==> config.mk <==
export PLATFORM = sky130hd
export DESIGN_NAME = skew_delay_array
export DESIGN_NICKNAME = d
export VERILOG_FILES = /design/src/rtl/skew_delay_pkg.sv /design/src/rtl/skew_delay_array_lane.sv /design/src/rtl/skew_delay_array.sv
export SDC_FILE = /design/constraint.sdc
export NUM_CORES = 1
export LEC_CHECK = 0
export CAP_MARGIN = 30
export CORE_MARGIN = 2
export CORE_UTILIZATION = 54
export CTS_BUF_LIST = sky130_fd_sc_hd__clkbuf_2 sky130_fd_sc_hd__clkbuf_4 sky130_fd_sc_hd__clkbuf_8
export DETAILED_ROUTE_END_ITERATION = 8
export GPL_TIMING_DRIVEN = 0
export HOLD_SLACK_MARGIN = 0.06
export MAX_ROUTING_LAYER = met4
export PLACE_DENSITY_LB_ADDON = 0.12
export SLEW_MARGIN = 20
export SYNTH_ARGS = -nofsm -noshare
export SYNTH_HDL_FRONTEND = slang
export SYNTH_SLANG_ARGS = --single-unit
==> constraint.sdc <==
create_clock -name clk -period 1.95 [get_ports clk]
set_clock_uncertainty 0.1 [all_clocks]
set_input_delay 0.195 -clock clk [delete_from_list [all_inputs] [get_ports clk]]
set_output_delay 0.195 -clock clk [all_outputs]
set_load 0.01 [all_outputs]
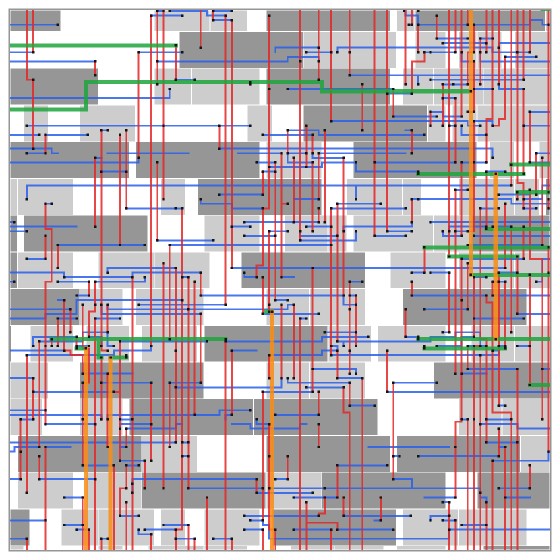
*Close-up of the layout, run 1*
Region (39, 16) to (79, 56) um. Cells in grey, sequential cells in the stronger grey; small squares are vias.
Key: orange = metal 4; blue = metal 1; green = metal 3; red = metal 2
91 logic cells have their middle in the window. Most frequent: dfrtp_1 (26), mux2_2 (16), a22o_1 (10). Sequential cells in the window: 27.

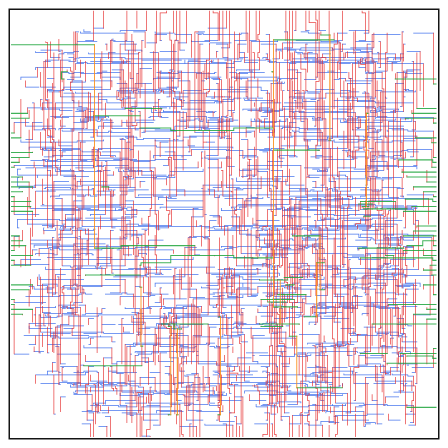
*Wiring by layer, run 1*
Key: orange = metal 4 [wire length 334 um]; green = metal 3 [wire length 750 um]; red = metal 2 [wire length 8870 um]; blue = metal 1 [wire length 7740 um]
Avg WL per Cell: 20.2 um
routed wire length: 17700 um
via count: 5034
Overall Global Routing Usage: 26.2%

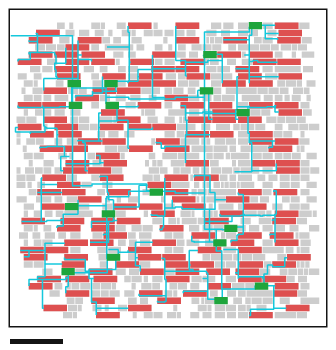
*Clock network drawn from the DEF, run 1*
Scale bar: 20 um.
Key: cyan = clock wires [length 1810 um]; red = flip-flops [count 169]; green = clock drivers [count 17]
There are 18 routed clock nets.
clk_lat worst skew: 450 ps
Clock power frac: 26.3%

==> reports/results.ini, run 1 <==
[logic_synthesis]
yosys.area.top_type_share_pct=59.4
top_logic_kind=multiplexers
ys_seq_share_pct=59.4
edf_count=0
ys_cells=501
most_common_cell=dfrtp_1
ys_sh_xor_pct=0
ys_sh_mux_pct=20.6
aoi_share_pct=12.9
ys_ff=169
synth_area_um2=7110
yosys_warnings=0
async_flop_share_pct=100
ys_sh_simple_pct=3.34
synth_nets=571
area_leaders=dfrtp_1, mux2_2, a22o_1
ys_sh_adder_pct=0
top_area_cell=dfrtp_1
synth_cell_types=30
yosys_area_um2=7110
syn_avg_cell_area_um2=14.2
ys.flop_type=dfrtp_1

[setup_path]
crit_cells=8
cp_top_family=buffers and inverters
rrSetupSlack_ps=230
max_stage_delay_ps=400
setup.worst_path.end_class=primary output
cp_max_fo=4
crit_required_ps=1650
crit_type=reg -> out
slowest_stage=dfrtp_1
path_cells=and2b_4 -> buf_12 -> nor3_4 -> buf_12 -> buf_8 -> buf_6 -> a22o_1 -> buf_2
worstRegToRegCells=7
worstSetupStartpointType=register

[power]
switching_share_pct=28.7
leakagePower_nw=4.76
clk-power_w=0.00259
p_int_w=0.00703
vdd_drop_max_uv=572
p_sw_w=0.00283
powerComb_w=0.00307
finalPower_w=0.00985
maxPowerGroup=registers
comb_power_share_pct=31.2
power_frac_seq_pct=42.5
pwr_density_cell_nw_per_um2=1000

[job]
drv_cap=0

[final_layout]
seq_cell_count=169
largest_reg_flops=160
n_all_inverters=5
logic_area_um2=2920
buffer_area_share_pct=20.4
n_all_buffers=212
n_antenna_cell=0
drive_gt1_share_pct=46.2
nClkBuffers=22
comb.multi_input.count=286
sh_seq_area_pct=43.1
final_area_um2=9820
final_core_util_pct=77.2
layout_top_cell=dfrtp_1
syn2layout_area_growth_pct=38.0
finalNonFillerCells=875
final_cell_mix=dfrtp_1, mux2_2, a22o_1, clkdlybuf4s50_1, buf_2
final-clk-cell-share_pct=4.24

[grt]
grt_pass1_wl_um=28100
grt_use_met3_pct=5.69
overflow=0
grt_pass1_vias=5309
antenna_found_initial=0
grt_max_degree=93
grt_use_met2_pct=40.9
busiest_layer=met2
met1_usage_pct=34.4

[final_timing]
slew_viol_final=0
setup_violations=68
relSlewSlack_pct=64.5
holdWs_ps=-451
rsz0062_at_grt=yes
finalWorstPathRequiredPeriod_ps=2270
timing.final.crit_share_pct=116
final_hold_viol_count=100
clock.fmax_mhz=441
worst_slack_ps=-320
worstMarginPinSlew_ps=532

[route]
wl_met3_um=750
drt_iter0_markers=370
dr.max_layer_used=met4
postRouteAntennaNets=0
first_pass_iters=4
wl_met1_um=7740
met2_wirelength_um=8870
route.detailed.drc=0
routed_via_density=5.75

[placed_design]
placed_area_um2=8750
place_hpwl_um=10800
port-buffer-count=139
pre_cts_ws_ps=-883
gp_congestion=0.791

[clock_network]
cts_resized=348
root_buffer=clkbuf_8
htree_levels=4
postCtsSetupBuffers=31
clk_pin_slew_ps=80
cts_tree=built
clockBufferDepth=2
clkSinkCount=169

[die]
io_pins=140
die_h_um=119
core_um2=12700
fp_util_pct=55.9
chip_area_um2=14100
die_width_um=119

[outcome]
failed_checks=negative hold slack, negative setup slack
status=complete, but fails checks

[worst_hold_path]
hold_class=in -> async

### Placed standard cells, run 1

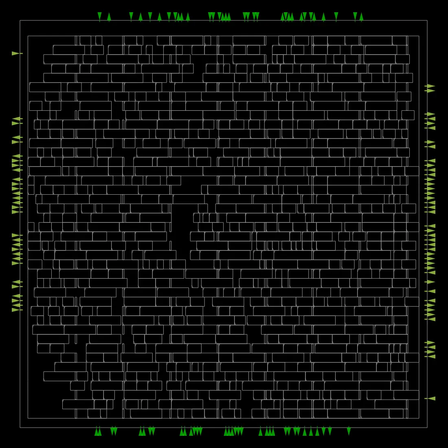

==> run 2, diff against run 1 <==
Settings changed: CORE_UTILIZATION 54 to 51.
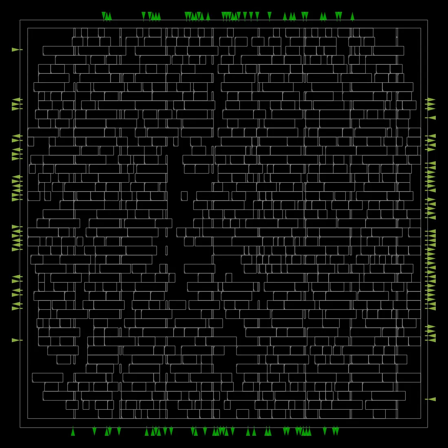
*Placed standard cells, run 2*
FP Rows: 43
final cell count without fillers: 891
sequential share of cell area: 43.5%
# Taps: 180
Flops: 169

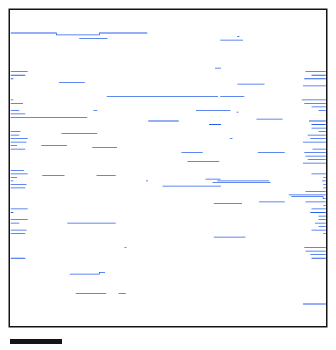
*The metal 3 layer, run 2*
Scale bar: 20 um.
The layer holds 4.6% of the routed length. The wires run mostly horizontal.
grt met3 use: 4.49%
routed wire length: 17500 um
via count: 4953

==> run 2 against run 1 <==
  * The run still ends with negative hold slack, negative setup slack left
  * Highest routed layer unchanged
  * Via count fell by 1.6%
  * Non-clock buffer count rose by 7
  * Maximum frequency rose by 1.4%
  * Critical path type unchanged
  * Power fell by 2.2%
==> reports/results.ini, run 2 <==
[clock_network]
root_buffer=clkbuf_8
clkSinkCount=169  ; unchanged
clk_pin_slew_ps=80  ; about the same
clockBufferDepth=2  ; unchanged
cts_tree=built
htree_levels=4  ; unchanged
postCtsSetupBuffers=34  ; +9.7%
clock_latency_ps=460  ; about the same
cts_resized=350  ; +0.57%

[setup_path]
cp_max_fo=2  ; -2
worstSetupStartpointType=register
worstRegToRegCells=8  ; +1
crit_required_ps=1650  ; about the same
max_stage_delay_ps=390  ; about the same
path_cells=and2b_4 -> nor3_4 -> buf_6 -> buf_6 -> buf_6 -> buf_6 -> a22o_1 -> buf_2
rrSetupSlack_ps=130  ; -100 ps
cp_top_family=buffers and inverters
slowest_stage=dfrtp_1
setup.worst_path.end_class=primary output

[grt]
grt_use_total_pct=24.7  ; -1.5 points
antenna_found_initial=0  ; unchanged
grt_max_degree=88  ; -5.4%
grt_pass1_wl_um=27000  ; -3.8%
met1_usage_pct=31.9  ; -2.5 points
grt_use_met2_pct=39.6  ; -1.3 points

[power]
pwr_density_cell_nw_per_um2=990  ; -1.4%
powerComb_w=0.00283  ; -7.8%
finalPower_w=0.00964  ; -2.2%
clock_power_share_pct=27.2  ; +0.9 points
maxPowerGroup=registers
p_int_w=0.00688  ; -2.1%
clk-power_w=0.00263  ; +2%
comb_power_share_pct=29.3  ; -1.9 points
p_sw_w=0.00276  ; -2.4%
switching_share_pct=28.6  ; -0.072 points
vdd_drop_max_uv=516  ; -9.8%

[logic_synthesis]
synth_area_um2=7110  ; unchanged
most_common_cell=dfrtp_1
async_flop_share_pct=100  ; unchanged
ys_sh_mux_pct=20.6  ; unchanged
ys_ff=169  ; unchanged
edf_count=0  ; unchanged
area_leaders=dfrtp_1, mux2_2, a22o_1
ys_sh_xor_pct=0  ; unchanged
ys_sh_adder_pct=0  ; unchanged
syn_avg_cell_area_um2=14.2  ; unchanged
ys.flop_type=dfrtp_1
yosys.area.top_type_share_pct=59.4  ; unchanged
top_logic_kind=multiplexers
yosys_warnings=0  ; unchanged
top_area_cell=dfrtp_1
synth_cell_types=30  ; unchanged

[final_layout]
final_cell_mix=dfrtp_1, mux2_2, a22o_1, clkdlybuf4s50_1, buf_2
layout_top_cell=dfrtp_1
final_core_util_pct=70.7  ; -6.5 points
comb.multi_input.count=286  ; unchanged
buffer_area_share_pct=20.3  ; -0.13 points
largest_reg_flops=160  ; unchanged
nClkBuffers=23  ; +4.5%
syn2layout_area_growth_pct=36.9
final_area_um2=9740  ; -0.80%
logic_area_um2=2860  ; -2.1%
drive_gt1_share_pct=46.3  ; about the same

[placed_design]
gp_congestion=0.826  ; +4.5%
placed_area_um2=8760  ; +0.11%
port-buffer-count=139  ; unchanged
pre_cts_ws_ps=-857  ; +25.4 ps
place_hpwl_um=10900  ; +0.94%

[route]
wl_met1_um=7620  ; -1.5%
drt_iter0_markers=253  ; -32%
postRouteAntennaNets=0  ; unchanged
met2_wirelength_um=8830  ; -0.39%
first_pass_iters=4  ; unchanged
avgRoutedWirePerCell_um=19.6  ; -2.9%
dr.max_layer_used=met4
route.detailed.drc=0  ; unchanged

[outcome]
failed_checks=negative hold slack, negative setup slack
status=complete, but fails checks

[final_timing]
relSlewSlack_pct=61.8  ; -2.7 points
finalWorstPathRequiredPeriod_ps=2240  ; -31.1 ps
final_hold_viol_count=159  ; +59%
worstMarginPinSlew_ps=573  ; +40.9 ps
holdWs_ps=-460  ; -9.13 ps
worst_slack_ps=-289  ; +31.1 ps
clock.fmax_mhz=447  ; +1.4%
timing.final.crit_share_pct=115  ; -1.6 points
setup_violations=68  ; unchanged
setup-tns-final_ps=-13310
rsz0062_at_grt=yes

[die]
die_width_um=122  ; +2.8%
die_h_um=122  ; +2.8%
chip_area_um2=14900  ; +5.7%
core_um2=13800  ; +8.3%
fp_util_pct=51.7  ; -4.3 points
io_pins=140  ; unchanged

[worst_hold_path]
hold_class=in -> async

[job]
drv_cap=0  ; unchanged

No activity file was given, so power comes from the tool's default toggle rates.
